<file path="src/rtl/seven_segment_mux.sv">
// seven_segment_mux
//
// Time-multiplexed driver for a common-anode, DIGITS-wide seven-segment
// display. A prescaler sets how long each digit stays selected, a
// free-running PWM counter dims the display, and new data is
// double-buffered so that a frame never shows a mix of old and new digits.
//
// Parameters
//   DIGITS    number of multiplexed digits (1..8)
//   DIV       clock cycles each digit stays selected (2..2^20)
//   BRIGHT_W  width of the brightness control (1..8)
//
// Ports
//   i_clk                  sole clock, rising edge
//   i_reset                synchronous, active-high reset
//   i_Data                 hex nibbles, nibble k -> digit k (digit 0 rightmost)
//   i_DP                   decimal point per digit, 1 = lit
//   i_Load                 strobe: capture i_Data/i_DP into the pending buffer
//   i_Blank_Zeros          suppress leading zeros (digit 0 is never blanked)
//   i_Brightness           duty level, 0 = dimmest, all ones = fully on
//   o_Chosen_Segment       digit selects, active-low, at most one low
//   o_SevenSegmentDisplay  {dp,g,f,e,d,c,b,a}, active-low
//   o_Frame_Done           one-cycle pulse after each frame wrap

module seven_segment_mux #(
  parameter int DIGITS   = 4,
  parameter int DIV      = 50000,
  parameter int BRIGHT_W = 4
) (
  input  logic                  i_clk,
  input  logic                  i_reset,
  input  logic [4*DIGITS-1:0]   i_Data,
  input  logic [DIGITS-1:0]     i_DP,
  input  logic                  i_Load,
  input  logic                  i_Blank_Zeros,
  input  logic [BRIGHT_W-1:0]   i_Brightness,
  output logic [DIGITS-1:0]     o_Chosen_Segment,
  output logic [7:0]            o_SevenSegmentDisplay,
  output logic                  o_Frame_Done
);

  localparam int CNT_W = $clog2(DIV);
  localparam int IDX_W = (DIGITS > 1) ? $clog2(DIGITS) : 1;

  localparam logic [CNT_W-1:0] CNT_LAST = CNT_W'(DIV - 1);
  localparam logic [IDX_W-1:0] IDX_LAST = IDX_W'(DIGITS - 1);

  // Segment pattern {g,f,e,d,c,b,a}, active-low.
  function automatic logic [6:0] hex_to_seg(input logic [3:0] nib);
    logic [6:0] seg;
    case (nib)
      4'h0:    seg = 7'h40;
      4'h1:    seg = 7'h79;
      4'h2:    seg = 7'h24;
      4'h3:    seg = 7'h30;
      4'h4:    seg = 7'h19;
      4'h5:    seg = 7'h12;
      4'h6:    seg = 7'h02;
      4'h7:    seg = 7'h78;
      4'h8:    seg = 7'h00;
      4'h9:    seg = 7'h10;
      4'hA:    seg = 7'h08;
      4'hB:    seg = 7'h03;
      4'hC:    seg = 7'h46;
      4'hD:    seg = 7'h21;
      4'hE:    seg = 7'h06;
      default: seg = 7'h0E;
    endcase
    return seg;
  endfunction

  // ---------------------------------------------------------------------
  // Timing: prescaler, digit index, PWM
  // ---------------------------------------------------------------------
  logic [CNT_W-1:0]    cnt;
  logic [IDX_W-1:0]    idx;
  logic [BRIGHT_W-1:0] pwm;
  logic                tick;
  logic                frame_boundary;

  assign tick           = (cnt == CNT_LAST);
  assign frame_boundary = tick && (idx == IDX_LAST);

  always_ff @(posedge i_clk) begin
    if (i_reset) begin
      cnt <= '0;
      idx <= '0;
      pwm <= '0;
    end else begin
      pwm <= pwm + BRIGHT_W'(1);
      if (tick) begin
        cnt <= '0;
        // With DIGITS=1, IDX_LAST is 0 so idx simply stays at 0.
        if (idx == IDX_LAST) begin
          idx <= '0;
        end else begin
          idx <= idx + IDX_W'(1);
        end
      end else begin
        cnt <= cnt + CNT_W'(1);
      end
    end
  end

  // ---------------------------------------------------------------------
  // Double buffer: loads land in pending, active only changes at a frame
  // boundary. On a load coinciding with the boundary, active takes the
  // previous pending contents (if any) and the new load stays pending.
  // ---------------------------------------------------------------------
  logic [4*DIGITS-1:0] pend_data;
  logic [DIGITS-1:0]   pend_dp;
  logic                pend_flag;
  logic [4*DIGITS-1:0] act_data;
  logic [DIGITS-1:0]   act_dp;

  always_ff @(posedge i_clk) begin
    if (i_reset) begin
      pend_data <= '0;
      pend_dp   <= '0;
      pend_flag <= 1'b0;
      act_data  <= '0;
      act_dp    <= '0;
    end else begin
      if (frame_boundary && pend_flag) begin
        act_data <= pend_data;
        act_dp   <= pend_dp;
      end
      if (i_Load) begin
        pend_data <= i_Data;
        pend_dp   <= i_DP;
      end
      pend_flag <= i_Load || (pend_flag && !frame_boundary);
    end
  end

  // ---------------------------------------------------------------------
  // Leading-zero detection: zero_from[k] is set when active nibbles
  // k..DIGITS-1 are all zero.
  // ---------------------------------------------------------------------
  logic [DIGITS-1:0] zero_from;

  always_comb begin
    logic run;
    run       = 1'b1;
    zero_from = '0;
    for (int k = DIGITS - 1; k >= 0; k--) begin
      run          = run && (act_data[4*k +: 4] == 4'h0);
      zero_from[k] = run;
    end
  end

  // ---------------------------------------------------------------------
  // Current digit selection
  // ---------------------------------------------------------------------
  logic [3:0] cur_nib;
  logic       cur_dp;
  logic       cur_blankable;

  always_comb begin
    cur_nib       = 4'h0;
    cur_dp        = 1'b0;
    cur_blankable = 1'b0;
    for (int k = 0; k < DIGITS; k++) begin
      if (idx == IDX_W'(k)) begin
        cur_nib       = act_data[4*k +: 4];
        cur_dp        = act_dp[k];
        cur_blankable = (k != 0) && zero_from[k];
      end
    end
  end

  logic              lit;
  logic [6:0]        seg_next;
  logic [DIGITS-1:0] sel_next;

  assign lit      = (pwm <= i_Brightness);
  assign seg_next = (i_Blank_Zeros && cur_blankable) ? 7'h7F : hex_to_seg(cur_nib);
  assign sel_next = lit ? ~(DIGITS'(1) << idx) : '1;

  // ---------------------------------------------------------------------
  // Registered outputs, one clock behind idx/pwm/active.
  // ---------------------------------------------------------------------
  always_ff @(posedge i_clk) begin
    if (i_reset) begin
      o_Chosen_Segment      <= '1;
      o_SevenSegmentDisplay <= 8'hFF;
      o_Frame_Done          <= 1'b0;
    end else begin
      o_Chosen_Segment      <= sel_next;
      o_SevenSegmentDisplay <= {~cur_dp, seg_next};
      o_Frame_Done          <= frame_boundary;
    end
  end

endmodule

</file>
<file path="config.mk">
export PLATFORM = sky130hd
export DESIGN_NAME = seven_segment_mux
export DESIGN_NICKNAME = d
export VERILOG_FILES = /design/src/rtl/seven_segment_mux.sv
export SDC_FILE = /design/constraint.sdc
export NUM_CORES = 1
export LEC_CHECK = 0
export ABC_AREA = 1
export CAP_MARGIN = 5
export CORE_AREA = 2 2 85 87
export CTS_CLUSTER_DIAMETER = 100
export DETAILED_ROUTE_END_ITERATION = 8
export DIE_AREA = 0 0 87 89
export PLACE_DENSITY = 0.76
export SYNTH_ARGS = -nofsm -noshare
export SYNTH_HDL_FRONTEND = slang
export SYNTH_SLANG_ARGS = --single-unit
</file>
<file path="constraint.sdc">
create_clock -name i_clk -period 3.1 [get_ports i_clk]
set_clock_uncertainty 0.2 [all_clocks]
set_input_delay 0.62 -clock i_clk [delete_from_list [all_inputs] [get_ports i_clk]]
set_output_delay 0.62 -clock i_clk [all_outputs]
set_load 0.03 [all_outputs]
</file>
Figure 1. Clock nets (run 1).
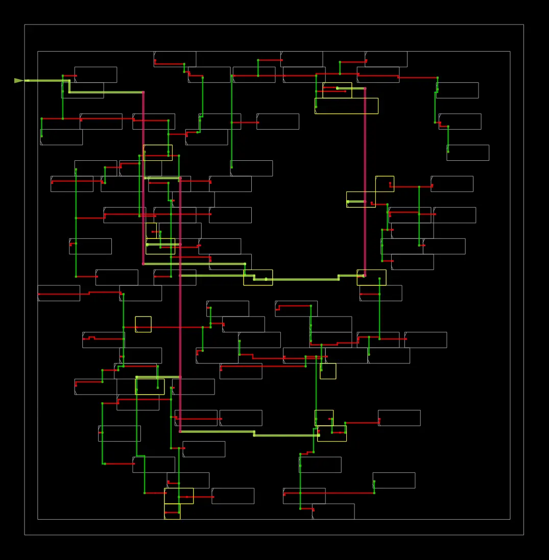
clock-net power: 0.768 mW
CLK BUF: 9

Figure 2. Met1 routing (run 1).
Supply wires on this layer in gray.
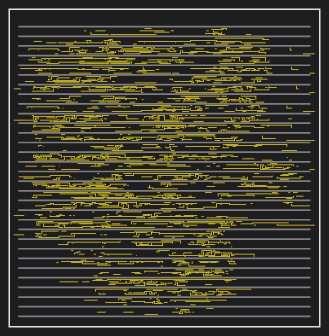
498 nets have wire on it. The longest straight run is 36.3 um.

==> results.ini, run 1 <==
[run_status]
run_status=complete, no violations

[yosys]
netlist_top_cells_area=dfxtp_1 (44%), nand2_1 (10%), nor2_1 (7.9%)
mux_area_share_pct=0
yosys.area.top_type=dfxtp_1
yosys.area_share.simple_pct=29.90
mappedNetlistNets=512
async_reset_ff_share_pct=0
ys_area_um2=3436
ys.warnings.count=0
top_logic_kind=simple AND/OR/NAND/NOR gates
compound_area_share_pct=11.73

[layout]
comb_cells=330
ff_latch_area_um2=1521
nonClockInverterCount=41
post-route-util_pct=60.34
seq_share_pct=37.53
area_growth_pct=17.99
layout_top_cells=nand2_1 (94), dfxtp_1 (76), nor2_1 (72)
fin_nets=545
comb_share_pct=40.86
buf_share_pct=10.43

[placed_design]
placed_area_um2=3855
dp.cells=570
gp_congestion=0.9399
place_ws_ns=0.6541
dp_hpwl_um=4943

[final_timing]
fmax_mhz=404.5
finalSetupViolCount=0
slew_headroom_pct=52.24
finalHoldViolCount=0
layout_setup_ws_ns=0.6278
grt_setup_unrepaired=no

[clocking]
cts_htree_levels=3
post_cts_resize_count=0
root_buffer=clkbuf_8

[worst_setup_path]
cp.required_ns=3.14
setup.worst_path.end=o_SevenSegmentDisplay[2]
worst-path-buf-inv=2
crit_start=idx[0]
r2r_end=o_SevenSegmentDisplay[2]
crit_path_end_kind=flop
critPathTopFamily=AND-OR/OR-AND gates

[power_and_ir_drop]
total_power_mw=1.926
cellPowerDensity_nw_per_um2=475.1

[routing]
wl_met2_um=3175
drtPass1Iterations=4
via_per_inst=5.137

[die]
core_area_um2=6719
die_x_um=87
die_area_um2=7743
ios=41
die_y_um=89

[global_routing]
gr-usage-all-layers_pct=20.11
grt_overflow_total=0

[hold_path]
worstHoldEndpoint=cnt[0]
hp-class=reg2reg

[run]
drv_cap=0

Figure 3. The metal 4 layer (run 1).
Supply wires on this layer in gray.
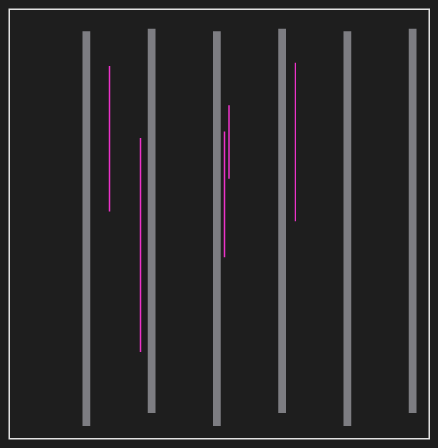
The layer holds 2.1% of the routed length. 4 nets have wire on it. The wires run mostly vertical. The layer carries 148 um of wire.
Routed WL: 7108 um
Via Count: 3010

run 1: where the power goes:
group          internal, mW  total (mW)  switching (mW)
Clock                 0.375       0.768           0.392
Sequential             1.01        1.03          0.0218
Combinational        0.0640       0.130          0.0659
Total                  1.45        1.93           0.480
run 1: sequential cells by signal, indices dropped and copies added, names as in the netlist:
register / cells
act_data: 16
cnt: 16
pend_data: 16
o_SevenSegmentDisplay: 8
act_dp: 4
o_Chosen_Segment: 4
pend_dp: 4
pwm: 4
idx: 2
o_Frame_Done: 1
pend_flag: 1
run 1: layer usage:
metal,GRT usage [%],up-vias
li1,-,1597
met1,26.21,1343
met2,31.71,56
met3,4.617,14
met4,9.517,0
met5,0,-
Figure 4. Signal wires by layer (run 1).
Only two layers are drawn.
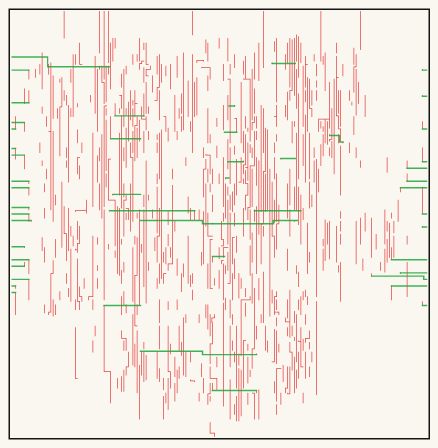

==> run 2: changes to the inputs <==
clock period = 2.5 ns   (was 3.1 ns; I/O delays follow)
Figure 5. Signal wires by layer (run 2).
Only two layers are drawn.
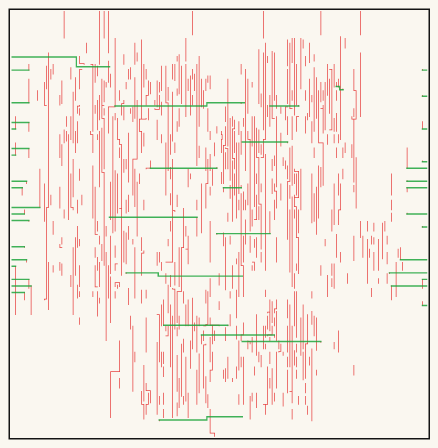
metal 3: marked green, wire length 291 um. metal 2: marked red, wire length 3010 um.
routed len/inst: 11.78 um
Routed WL: 6950 um
overall routing resource usage: 19.27%
Via Count: 3007

==> run 2 against run 1 <==
Effect of this change:
- worst hold slack gained 0.0013 ns
- critical endpoint is now o_SevenSegmentDisplay[3]
- cell area increased by 1.6%
- global-route usage decreased by 0.84 points
- synthesized cell count stayed put
- total power increased by 30%
- wire length shrank 2.2%
- largest power group unchanged
- clock power grew 39%
==> results.ini, run 2 <==
[worst_setup_path]
worst-path-buf-inv=3
crit_path_end_kind=flop
cp.required_ns=2.53

[yosys]
ys_area_um2=3436
async_reset_ff_share_pct=0
ys.warnings.count=0
compound_area_share_pct=11.73
mux_area_share_pct=0
netlist_top_cells_area=dfxtp_1 (44%), nand2_1 (10%), nor2_1 (7.9%)
top_logic_kind=simple AND/OR/NAND/NOR gates
mappedNetlistNets=512

[global_routing]
met3_usage_pct=5.817
grt_overflow_total=0

[layout]
seq_share_pct=36.95
reg_top3=act_data: 16 flops, cnt: 16 flops, pend_data: 16 flops
post-route-util_pct=61.28
area_growth_pct=19.85
nClkBuffers=10

[routing]
wl_met2_um=3013
via_per_inst=5.097
drtPass1Iterations=5

[die]
ios=41
die_area_um2=7743
core_area_um2=6719

[final_timing]
grt_setup_unrepaired=no
layout_setup_ws_ns=0.2374
slew_headroom_pct=60.55

[power_and_ir_drop]
power_leader=sequential cells
p_seq_share_pct=50.6
internal_power_mw=1.927
clock_net_power_mw=1.07
p_sw_share_pct=23.04
p_switching_mw=0.5769
pg_comb_mw=0.169
cellPowerDensity_nw_per_um2=608.1

[placed_design]
place_ws_ns=0.2575
placed_area_um2=3885
dp_hpwl_um=4853

[run]
drv_cap=0

[hold_path]
hp-class=reg2reg

[run_status]
run_status=complete, no violations

[clocking]
cts_htree_levels=3
root_buffer=clkbuf_8

Figure 6. Met1 routing (run 2).
Supply wires on this layer in gray.
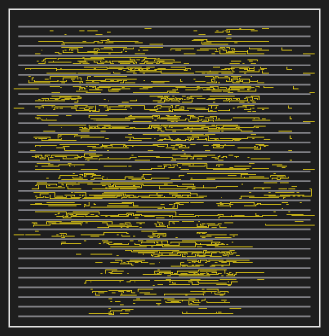
The wires run mostly horizontal. 503 nets have wire on it. The longest straight run is 24.4 um.
M1 GR Usage: 25.65%

run 2: cell counts after synthesis:
No cell type changed its count.
run 2: final timing paths:
check / startpoint / to / slack (ns)
setup reg to reg: idx[0] / o_SevenSegmentDisplay[3] / 0.24
hold reg to reg: cnt[0] / cnt[0] / 0.25
setup / recovery: idx[0] / o_SevenSegmentDisplay[3] / 0.24
hold / removal: cnt[0] / cnt[0] / 0.25
run 2: kinds of logic after synthesis:
family / count (synthesis)
AOI/OAI and AO/OA: 79
xor gates and xnor gates: 3
adders and majority gates: 16
buffers and inverters: 62
DFF: 76
and+or+nand+nor: 232
run 2: worst register-to-register path, delay by kind of cell (launching register included):
kind | cells | cell delay, ns
simple gates | 6 | 0.41
flops | 1 | 0.39
buf+inv | 3 | 0.27
fa+ha+maj | 2 | 0.66
compound gates | 1 | 0.21
Figure 7. Clock nets (run 2).
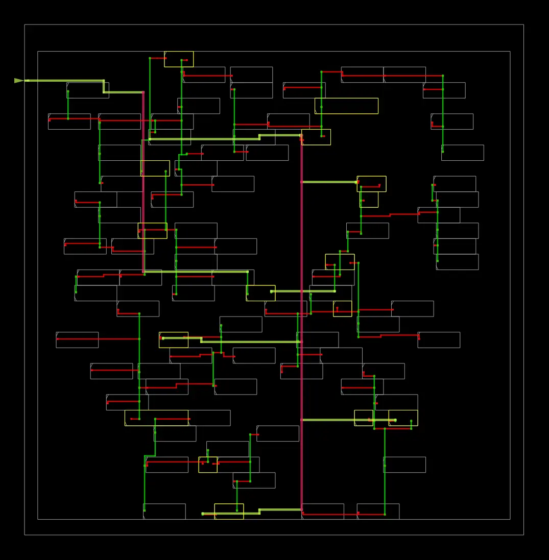

==> run 3: changes to the inputs <==
REMOVE_ABC_BUFFERS = 1   (was not set)
Figure 8. Clock nets (run 3).
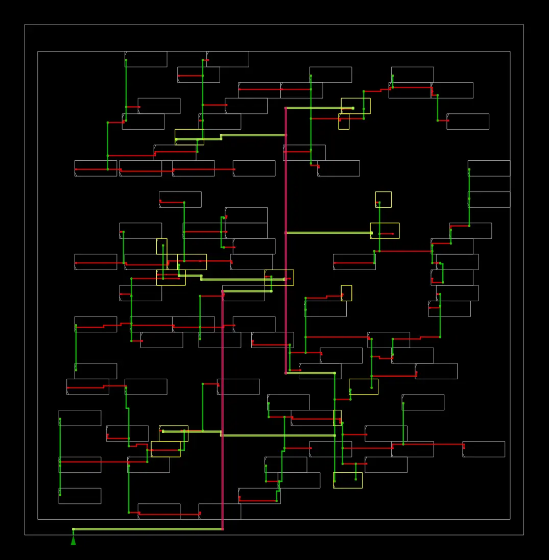
clk sinks: 76
Worst-Skew Late Latency: 0.35 ns

Figure 9. Signal wires by layer (run 3).
Only two layers are drawn.
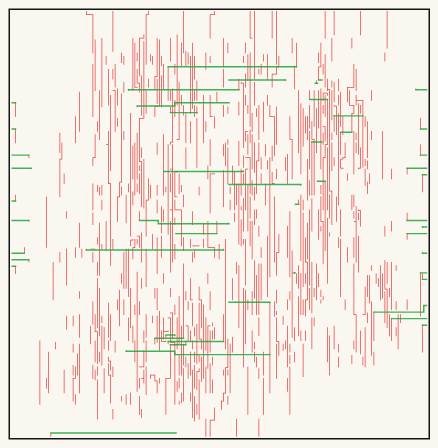
metal 3: marked green, wire length 341 um. metal 2: marked red, wire length 3300 um.
Routed WL: 7295 um
Via Count: 3081
overall routing resource usage: 20.21%

==> run 3 against run 2 <==
Effect of this change:
- first-iteration DRC count fell by 12%
- wire length grew 5.0%
- total power shrank 9.5%
- global-route usage increased by 0.94 points
- worst setup slack improved by 0.030 ns
- non-clock buffer count increased by 2
- combinational power increased by 2%
- count of clock-buffer cells in the layout is 1 higher
- via count grew 2.5%
- sequential share of layout area grew 0.42 points
- worst hold slack better by 0.0018 ns
- critical path type unchanged
- critical endpoint unchanged
==> results.ini, run 3 <==
[run_status]
run_status=complete, no violations

[die]
row_count=30
ios=41
die_area_um2=7743
die_x_um=87
die_y_um=89
core_area_um2=6719

[global_routing]
grt_overflow_total=0
antenna_found_initial=0
grt_pass1_vias=2821
grt_start_max_net_pins=22

[worst_setup_path]
reg2reg_from=idx[0]
worst-path-buf-inv=3
crit_path_end_kind=flop
critPathTopFamily=adder cells
cp_slowest_stage_delay_ns=0.39
r2r_end=o_SevenSegmentDisplay[3]
cp.required_ns=2.51
crit_start=idx[0]
arrival_ns=2.25
rrSetupSlack_ns=0.27
setup.worst_path.end=o_SevenSegmentDisplay[3]

[yosys]
ys_area_um2=3436
yosys.area.top_type=dfxtp_1
compound_area_share_pct=11.73
synthTopCellsByCount=nand2_1 (94), dfxtp_1 (76), nor2_1 (72), a21oi_1 (48), inv_1 (33)
yosys-stat-cells=468
netlist_top_cells_area=dfxtp_1 (44%), nand2_1 (10%), nor2_1 (7.9%)
synth_area_um2=3436
ys.warnings.count=0
mux_area_share_pct=0
top_logic_kind=simple AND/OR/NAND/NOR gates
yosys.area_share.simple_pct=29.90
async_reset_ff_share_pct=0

[power_and_ir_drop]
p_comb_share_pct=7.7
internal_power_mw=1.712
total_power_mw=2.265
cellPowerDensity_nw_per_um2=556.4
p_sw_share_pct=24.43
clkPwrFrac_pct=36.3
p_seq_share_pct=56.0
p_switching_mw=0.5533

[layout]
layout_top_cells=nand2_1 (94), dfxtp_1 (76), nor2_1 (72)
fin_nets=551
drive_gt1_share_pct=8.008
reg_top3=act_data: 16 flops, cnt: 16 flops, pend_data: 16 flops
lay_top_count=nand2_1
post-route-util_pct=60.60
area_growth_pct=18.50

[final_timing]
tns_ns=0
finalSetupViolCount=0
finalHoldViolCount=0
layout_setup_ws_ns=0.2675
grt_setup_unrepaired=no
post-route-period-util_pct=89.30
slew_headroom_pct=53.74
fmax_mhz=447.9

[clocking]
clkTransAtPathRegs_ns=0.08
root_buffer=clkbuf_8
cts_setup_buffers=0
cts_htree_levels=3
post_cts_resize_count=0
cts_tree=done

[placed_design]
dp_hpwl_um=5230
gp_congestion=0.8780
dp.cells=576
place_ws_ns=0.2359
placed_area_um2=3900

[hold_path]
hp-class=reg2reg
worstHoldEndpoint=cnt[0]
holdCritStartpoint=cnt[0]

[routing]
wl_per_cell_um=12.32
drcViolationCount=0
drtPass1Iterations=5
postRouteAntennaNets=0
via_per_inst=5.204

[run]
drv_cap=0

## run 3: cell counts after synthesis
No cell type changed its count.
## run 3: power groups by stage
stage	logic [mW]	clock network [mW]	registers, mW
floorplan	0.0630	0	1.31
global placement	0.169	0	1.30
detailed placement	0.174	0	1.30
CTS	0.175	0.837	1.27
global route	0.192	0.890	1.27
finish	0.173	0.823	1.27
## run 3: cell type report
class,count,area (um^2)
well taps,80,100.1
inverters,41,153.9
repair buffers,49,467.9
clock inverters,5,27.53
flip-flops and latches,76,1521
fillers,622,2648
clock buffers,11,141.4
multi-input cells,330,1659
## run 3: per-layer routing
metal	vias up	global-route usage (%)	wire, um
li1	1611	-	-
met1	1389	26.36	3517
met2	68	32.41	3302
met3	13	3.139	340
met4	0	10.65	135
met5	-	0	0

==> layout pictures side by side <==
Layout detail.
The bar under the picture is 10 um long. Window x 28 to 58, y 30 to 60 um. Cells in gray, sequential cells in the stronger gray; small squares are vias.
Plate I
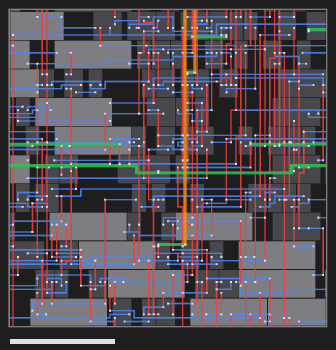
Plate II
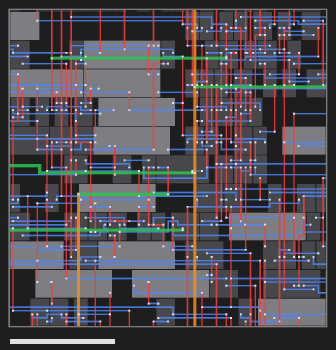
Plate III
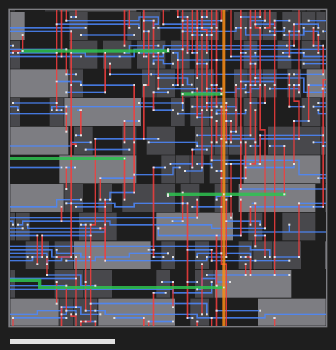
| from | picture |
|---|---|
| run 2 | Plate III |
| run 3 | Plate II |
| run 1 | Plate I |

Key to Plate II:
metal 3: marked green. metal 1: marked blue. metal 2: marked red. metal 4: marked orange.
Netlist names of flops here include act_data (8), idx (2). Sequential cells in the window: 13. 84 logic cells have their middle in the window. Most frequent: nand2_1 (23), a21oi_1 (17), dfxtp_1 (13).

Power and IR drop assume default switching activity.
